--- config.mk ---
export PLATFORM = sky130hd
export DESIGN_NAME = fix2flt_unit
export DESIGN_NICKNAME = d
export VERILOG_FILES = /design/src/rtl/fix2flt_unit.sv
export SDC_FILE = /design/constraint.sdc
export NUM_CORES = 1
export LEC_CHECK = 0
export CAP_MARGIN = 20
export CORE_MARGIN = 2
export CORE_UTILIZATION = 57
export DETAILED_ROUTE_END_ITERATION = 7
export PLACE_DENSITY = 0.82
export SETUP_SLACK_MARGIN = 0.4
export SLEW_MARGIN = 20
export SYNTH_ARGS = -nofsm -noshare
export SYNTH_HDL_FRONTEND = slang
export SYNTH_SLANG_ARGS = --single-unit
--- constraint.sdc ---
create_clock -name clk -period 2.5 [get_ports clk]
set_clock_uncertainty 0.05 [all_clocks]
set_input_delay 0.375 -clock clk [delete_from_list [all_inputs] [get_ports clk]]
set_output_delay 0.375 -clock clk [all_outputs]
set_load 0.01 [all_outputs]
--- src/rtl/fix2flt_unit.sv ---
// Fixed-to-float stage: reads signed Q8.8 from data memory, writes IEEE-754 half back.
// Optional macro FIX2FLT_ROUND_EN enables round-to-nearest-even in PACK (default truncates).
module fix2flt_unit #(
  parameter int SRC_ADDR = 0,
  parameter int DST_ADDR = 4,
  parameter int AW       = 8
) (
  input  logic          clk,
  input  logic          reset,
  input  logic          start,
  output logic          done,
  output logic [AW-1:0] mem_addr,
  input  logic [7:0]    mem_rdata,
  output logic [7:0]    mem_wdata,
  output logic          mem_we
);

  typedef enum logic [3:0] {
    IDLE, RD_LO, RD_HI, ABS, NORM, PACK, WR_LO, WR_HI, DONE
  } state_t;

  // Truncation to AW bits gives the modulo-2**AW address wrap.
  localparam logic [AW-1:0] SRC_LO = AW'(SRC_ADDR);
  localparam logic [AW-1:0] SRC_HI = AW'(SRC_ADDR + 1);
  localparam logic [AW-1:0] DST_LO = AW'(DST_ADDR);
  localparam logic [AW-1:0] DST_HI = AW'(DST_ADDR + 1);

  state_t             state_q, state_d;
  logic signed [15:0] x_q, x_d;
  logic               sign_q, sign_d;
  logic [15:0]        mag_q, mag_d;
  logic [3:0]         cnt_q, cnt_d;
  logic [15:0]        result_q, result_d;
  logic               done_q, done_d;

  // mag is normalised (bit 15 set), so the exponent is 22 - shift count.
  function automatic logic [15:0] pack_half(input logic s, input logic [3:0] c,
                                            input logic [15:0] m);
    logic [4:0]  e;
    logic [14:0] em;
`ifdef FIX2FLT_ROUND_EN
    logic        rnd;
`endif
    e  = 5'd22 - {1'b0, c};
    em = {e, m[14:5]};
`ifdef FIX2FLT_ROUND_EN
    // Mantissa carry-out ripples into the exponent field.
    rnd = m[4] & ((|m[3:0]) | m[5]);
    em  = em + {14'd0, rnd};
`endif
    return {s, em};
  endfunction

  always_comb begin
    state_d   = state_q;
    x_d       = x_q;
    sign_d    = sign_q;
    mag_d     = mag_q;
    cnt_d     = cnt_q;
    result_d  = result_q;
    done_d    = 1'b0;
    mem_addr  = '0;
    mem_wdata = '0;
    mem_we    = 1'b0;
    case (state_q)
      IDLE: if (start) state_d = RD_LO;
      RD_LO: begin
        mem_addr     = SRC_LO;
        x_d[7:0]     = mem_rdata;
        state_d      = RD_HI;
      end
      RD_HI: begin
        mem_addr     = SRC_HI;
        x_d[15:8]    = mem_rdata;
        state_d      = ABS;
      end
      ABS: begin
        sign_d = x_q[15];
        mag_d  = x_q[15] ? (~x_q + 16'd1) : x_q;
        cnt_d  = 4'd0;
        if (x_q == 16'sd0) begin
          result_d = 16'h0000;
          state_d  = WR_LO;
        end else begin
          state_d  = NORM;
        end
      end
      NORM: begin
        if (mag_q[15]) begin
          state_d = PACK;
        end else begin
          mag_d = mag_q << 1;
          cnt_d = cnt_q + 4'd1;
        end
      end
      PACK: begin
        result_d = pack_half(sign_q, cnt_q, mag_q);
        state_d  = WR_LO;
      end
      WR_LO: begin
        mem_addr  = DST_LO;
        mem_wdata = result_q[7:0];
        mem_we    = 1'b1;
        state_d   = WR_HI;
      end
      WR_HI: begin
        mem_addr  = DST_HI;
        mem_wdata = result_q[15:8];
        mem_we    = 1'b1;
        state_d   = DONE;
      end
      DONE: begin
        if (start) state_d = RD_LO;
        else       done_d  = 1'b1;
      end
      default: state_d = IDLE;
    endcase
  end

  always_ff @(posedge clk) begin
    if (reset) begin
      state_q  <= IDLE;
      x_q      <= '0;
      sign_q   <= 1'b0;
      mag_q    <= '0;
      cnt_q    <= '0;
      result_q <= '0;
      done_q   <= 1'b0;
    end else begin
      state_q  <= state_d;
      x_q      <= x_d;
      sign_q   <= sign_d;
      mag_q    <= mag_d;
      cnt_q    <= cnt_d;
      result_q <= result_d;
      done_q   <= done_d;
    end
  end

  assign done = done_q;

endmodule

Run 1, zoomed window:
Scale bar: 5 um. Window x 28 to 48, y 43 to 63 um. Cells in gray, sequential cells in the stronger gray; small squares are vias.
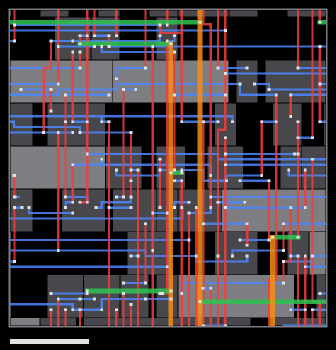
layer	color
M2	red
M1	blue
M3	green
M4	orange
most frequent	dfxtp_1 (5), nand2_1 (4)
sequential cells in the window	5
cells with their middle in the window	31
netlist names of flops here include	`mag_q` (5)

Run 1, selected gate families:
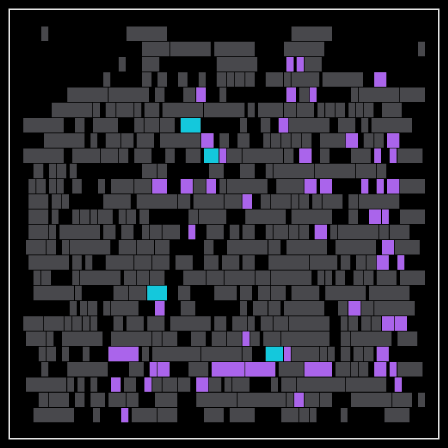
family	color	cells
non-inverting ao/oa cells	cyan	4
nor cells	purple	51
logic share of the area: 0.481
most numerous logic cell after layout: nand2_1
non-filler cells in the finished layout: 466

Run 1, signal metal coverage by tile:
15 x 15 tiles, from white (low) to dark blue (high), scaled to the fullest tile. Values are wire area over tile area, all layers added.
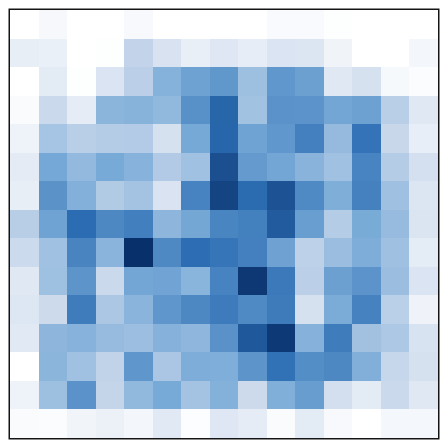
tiles over half the peak	32%
emptiest ninth of the die	upper left
densest ninth of the die	center
fullest tile	0.52
mean over tiles	0.19

==> deck_impl_summary.md, run 1 <==
Run Summary

Final layout
  – Clock buf count: 12
  – Signal buf overhead: 0.0966
  – Utilization after layout: 0.687
  – Non-CTS buffers: 34
  – Share of cells above drive strength 1: 0.126
  – # nets final: 405
  – Most frequent cells in the layout: nand2_1 (58), dfxtp_1 (54), a21oi_1 (44)
  – Ant diodes: 0
  – Comb gates: between 200 and 300
  – Layout area overhead: 16.9%
  – Clock buf/inv share: 0.0521
  – Flop area: about 1200 um2

Synth
  – Post-synth EDFFs: 0
  – Cell Type Count: 54
  – Synth Seq Share: 0.390
  – Top-area cell share: 0.390
  – Top cells, area: dfxtp_1 (39%), nand2_1 (7.4%), a21oi_1 (7.4%)
  – Cell type with the largest total area: dfxtp_1
  – Most frequent cell after synthesis: nand2_1
  – Synthesized registers: 58
  – Yosys stat area: 2980 um2
  – # Cells Yosys: 375

CTS
  – CTS tree: yes
  – H-tree Lvls: 3
  – Count of hold-fix buffers inserted at cts: 0
  – Post-CTS setup buffers: 1

Pwr
  – Leakage power: about 1.4 nW

Worst setup path
  – Kind of critical path: reg2reg
  – Cell family with most CP delay: simple AND/OR/NAND/NOR gates
  – Crit-path max cell delay: 560 ps

Detailed routing
  – Routed WL per cell: roughly 15 um
  – Total wire length: 6920 um
  – Via density: 5.72
  – DR iter-0 viols: slightly below 200
  – Final ANT Viol Nets: 0

Min path
  – Worst hold path type: reg2reg

Die
  – Site Rows: 26
  – Area of the die: 5820 um2
  – Io pins: 29
  – Die extent in y: between 70 and 80 um
  – Chip width: 76.3 um

Final timing
  – Slew Viols, Final: 0
  – Min Hold Slack: 409 ps
  – Final min period: 1990 ps
  – RSZ-0062 raised after global routing: true
  – Setup_tns: 0 ps

Outcome
  – Status: finished clean

Global routing
  – First-pass GRT wire length: 11,800 um

Flow run
  – Count of tool warnings: 29

Placed design
  – Port Buffers: 22
==> run 1: per-stage QoR <==
| step | setup slack, ps | cells | area (um2) | power, mW |
|---|---|---|---|---|
| after floorplan | 548 | 380 | 3000 | 1.87 |
| after global placement | 328 | 448 | 3220 | 2.05 |
| after detailed placement | 269 | 448 | 3220 | 2.08 |
| after CTS | 382 | 466 | 3450 | 2.91 |
| after global routing | 386 | 466 | 3480 | 3.09 |
| final | 515 | 466 | 3480 | 2.91 |
==> run 1: layer usage <==
| layer | wire length [um] | vias to the layer above | part of all wire | global-route usage |
|---|---|---|---|---|
| met5 | 0 | - | 0 | 0 |
| met4 | 139 | 0 | 0.020 | 0.0891 |
| met3 | 304 | 17 | 0.044 | 0.0533 |
| met2 | 3460 | 68 | 0.50 | 0.425 |
| met1 | 3020 | 1247 | 0.44 | 0.322 |
| li1 | - | 1333 | - | - |
==> run 1: registers in the layout, summed over array words and instances (netlist names) <==
signal and count:
cnt_q 4, done 1, mag_q 16, result_q 16, sign_q 1, state_q 4
x_q 16
==> run 1: where the power goes <==
part | leakage (nW) | switching [mW] | internal [mW]
Clock | 0.0924 | 0.367 | 0.412
Sequential | 0.472 | 0.123 | 1.03
Combinational | 0.867 | 0.570 | 0.414
Total | 1.43 | 1.06 | 1.85
==> run 1: worst paths after layout <==
check        startpoint     endpoint  slack [ps]
max             x_q[10]  result_q[4]         510
min            mag_q[2]     mag_q[2]         410
max reg2reg     x_q[10]  result_q[4]         510
min reg2reg    mag_q[2]     mag_q[2]         410
==> run 1: cells by family after synthesis <==
family          Yosys count  synth area share
other cells               1           0.00126
buf+inv                  42            0.0668
mux                      10            0.0353
flops                    58             0.390
fa+ha+maj                 3            0.0126
simple gates            143             0.246
compound gates          102             0.202
xor+xnor                 16            0.0470
Run 1, ports around the boundary:
Scale bar: 20 um. Pins as bars across the die edge, other pins in gray.
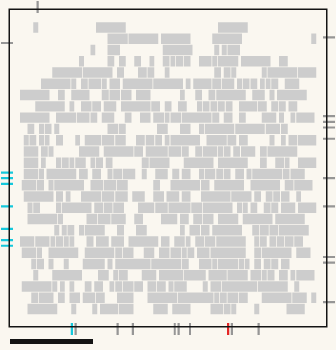

## Run 2: what changed since run 1
- clock period: 2.5 -> 1.85 ns (I/O delays scaled with it)
Run 2, ports around the boundary:
Scale bar: 20 um. Pins as bars across the die edge, other pins in gray.
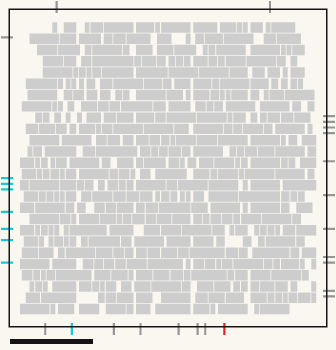
port	color	pins	direction	edge
`mem_rdata`	cyan	8	input	7 left, 1 bottom
`reset`	red	1	input	bottom
all pins by edge	11 right, 8 left, 8 bottom, 2 top
chip width: 76.3 um
Port Buffers: 22
die extent in y: 76.3 um

==> deck_impl_summary.md, run 2 <==
Run Summary

Final layout
  – Top Registers: mag_q (16), result_q (16), x_q (16)
  – Layout area overhead: 52.6%
  – Non-filler cells in the finished layout: 523 (+12%)
  – Share of cells above drive strength 1: 0.415 (+0.289)
  – Most numerous logic cell after layout: dfxtp_1
  – Ant diodes: 0 (unchanged)

Placed design
  – Post-Place Cells: 472 (+5.4%)
  – DP Area: 3520 um2 (+9.5%)

Pwr
  – Clock group total power: 1.13 mW (+45%)
  – Logic power comb: 2.84 mW (+190%)
  – Top pwr grp: combinational logic
  – Gate power share: 0.514 (+0.176)
  – Switching portion of total power: 0.405 (+0.0407)

Detailed routing
  – Via density: 6.64 (+16%)
  – Final ANT Viol Nets: 0 (unchanged)

Global routing
  – First-pass GRT wire length: 15,500 um (+31%)

Synth
  – Post-synth EDFFs: 0 (unchanged)
  – Top-area cell share: 0.390 (unchanged)
  – Most frequent cell after synthesis: nand2_1
  – Yosys stat area: 2980 um2 (unchanged)
  – Cell type with the largest total area: dfxtp_1
  – Synthesized registers: 58 (unchanged)
  – Cell Type Count: 54 (unchanged)

Die
  – Io pins: 29 (unchanged)
  – Area of the die: 5820 um2 (unchanged)

Outcome
  – Failing checks: setup timing
  – Status: finished with violations

CTS
  – CTS tree: yes
  – H-tree Lvls: 3 (unchanged)

Final timing
  – Final worst setup slack: -260 ps (-774 ps)
  – RSZ-0062 raised after global routing: true
  – Setup_tns: -2160 ps (-2160 ps)
  – # setup viols final: 28
  – Slew Viols, Final: 0 (unchanged)

Flow run
  – Count of tool warnings: 30 (+3.4%)

Worst setup path
  – Crit-path max cell delay: 540 ps (-20 ps)
  – Cell family with most CP delay: simple AND/OR/NAND/NOR gates
## run 2: cell counts after synthesis
Identical to the previous run, type by type.
## run 2: worst paths after layout
check / from / endpoint / cells after the start
worst max-delay path: x_q[13] / result_q[0] / 5
worst min-delay path: reset / x_q[4] / 2
worst max register to register: x_q[13] / result_q[0] / 5
worst min register to register: mag_q[0] / mag_q[0] / 2
## run 2: area by class of cell
| class | instances | area [um2] |
|---|---|---|
| Multi-Input combinational cell | 281 | 2130 |
| Tap cell | 70 | 87.6 |
| Clock buffer | 14 | 173 |
| Timing Repair Buffer | 91 | 938 |
| Sequential cell | 58 | 1180 |
| Clock inverter | 2 | 10.0 |
| Inverter | 7 | 31.3 |
| Fill cell | 212 | 526 |
## run 2: logic make-up after synthesis
group,Yosys count,synth area share
and+or+nand+nor,143,0.246
AOI/OAI and AO/OA,102,0.202
DFF,58,0.390
buffers and inverters,42,0.0668
xor gates and xnor gates,16,0.0470
muxes,10,0.0353
adders and majority gates,3,0.0126
other,1,0.00126
## run 2: routing by layer
metal	up-vias	track usage	wire [um]
met5	-	0	0
met4	0	0.235	1060
met3	129	0.0628	1210
met2	306	0.572	5810
met1	1583	0.381	4290
li1	1457	-	-
## run 2: metrics by stage
step	total power [mW]	util	setup slack [ps]	hold slack, ps
after floorplan	2.74	-	-79.1	356
after CTS	4.70	0.797	-57.9	300
final	5.52	0.896	-260	324
after global routing	5.69	0.896	-241	366
after detailed placement	3.13	0.694	-107	402
after global placement	3.07	0.694	-79.9	395
## run 2: timing repair
item / 4_1_cts / 5_1_grt
buffers inserted: 9 / 22
hold endpoints to repair: 0 / 0
gates resized: 117 / 70
gates cloned: 2 / 2
endpoints found under the setup margin: 66 / 66
hold buffers: 0 / 0
pin swaps: 20 / 37
## Run 3: what changed since run 2
- CTS_CLUSTER_DIAMETER: unset -> 150
Run 3, clock wiring as the flow saved it:
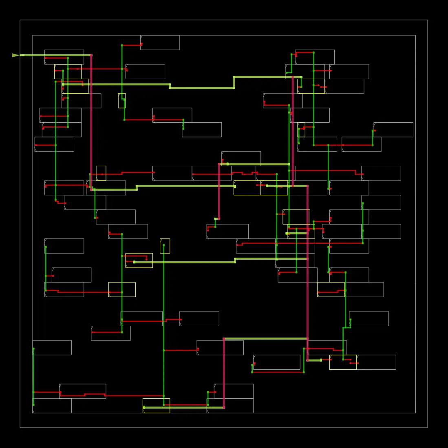
clock buf count: 14
seq_cells: 58
TritonCTS Buffers: 9

==> deck_impl_summary.md, run 3 <==
Run Summary

Detailed routing
  – Via density: 6.64 (unchanged)

Die
  – Chip width: 76.3 um (unchanged)
  – Die extent in y: 76.3 um (unchanged)
  – Area of the die: 5820 um2 (unchanged)
  – Io pins: 29 (unchanged)

Placed design
  – Post-Place Cells: 472 (unchanged)
  – Dpl ws: -107 ps (unchanged)

Final timing
  – RSZ-0062 raised after global routing: true
  – # setup viols final: 28 (unchanged)
  – Min Hold Slack: 324 ps (unchanged)
  – Final worst setup slack: -260 ps (unchanged)
  – Setup_tns: -2160 ps (unchanged)

Pwr
  – Switching portion of total power: 0.405 (unchanged)
  – Gate power share: 0.514 (about the same)
  – Power Total: 5.52 mW (unchanged)

Outcome
  – Failing checks: setup timing
  – Status: finished with violations

Final layout
  – Ant diodes: 0 (unchanged)
  – Non-filler cells in the finished layout: 523 (unchanged)
  – Comb area: 2130 um2 (unchanged)
  – Top Registers: mag_q (16), result_q (16), x_q (16)

CTS
  – H-tree Lvls: 3 (unchanged)
  – Count of hold-fix buffers inserted at cts: 0 (unchanged)
  – CTS tree: yes

Global routing
  – Grt met3 use: 0.0628 (unchanged)

Synth
  – Synthesized registers: 58 (unchanged)
  – Yosys stat area: 2980 um2 (unchanged)
  – Cell Type Count: 54 (unchanged)
-- run 3: cell type report --
type	instances	area share
flip-flops and latches	58	0.260
clock inverters	2	0.00220
inverters	7	0.00688
well taps	70	0.0193
multi-input cells	281	0.468
clock buffers	14	0.0380
repair buffers	91	0.206
-- run 3: final timing paths --
path | startpoint | end | slack (ps) | cells after the start
max | x_q[13] | result_q[0] | -260 | 5
min | reset | x_q[4] | 320 | 2
max reg2reg | x_q[13] | result_q[0] | -260 | 5
min reg2reg | mag_q[0] | mag_q[0] | 450 | 2
-- run 3: power groups by stage --
stage                     Sequential [mW]  Combinational, mW  Clock (mW)
after floorplan                      1.51               1.23           0
after global placement               1.51               1.55           0
after detailed placement             1.52               1.61           0
after CTS                            1.53               2.09        1.09
after global routing                 1.57               2.94        1.18
final                                1.56               2.84        1.13
-- run 3: routing by layer --
layer	part of all wire	up-vias	routed length [um]
li1	-	1457	-
met1	0.35	1583	4290
met2	0.47	306	5810
met3	0.097	129	1210
met4	0.086	0	1060
met5	0	-	0
-- run 3: cells by family after synthesis --
logic type / synth area share
xor gates and xnor gates: 0.0470
adders and majority gates: 0.0126
and+or+nand+nor: 0.246
DFF: 0.390
other: 0.00126
buffers and inverters: 0.0668
AOI/OAI and AO/OA: 0.202
muxes: 0.0353
-- run 3: repair_timing --
item | 4_1_cts | 5_1_grt
pin swaps | 20 | 37
endpoints found under the setup margin | 66 | 66
cloned | 2 | 2
buffers inserted | 9 | 22
gates resized | 117 | 70
-- run 3: critical path: stages (launching register included) --
cell	delay (ps)
dfxtp_2	330
or4_4	540
or4_4	490
clkbuf_16	200
o21ai_1	230
a21oi_1	130
No activity file was given, so power comes from the tool's default toggle rates.
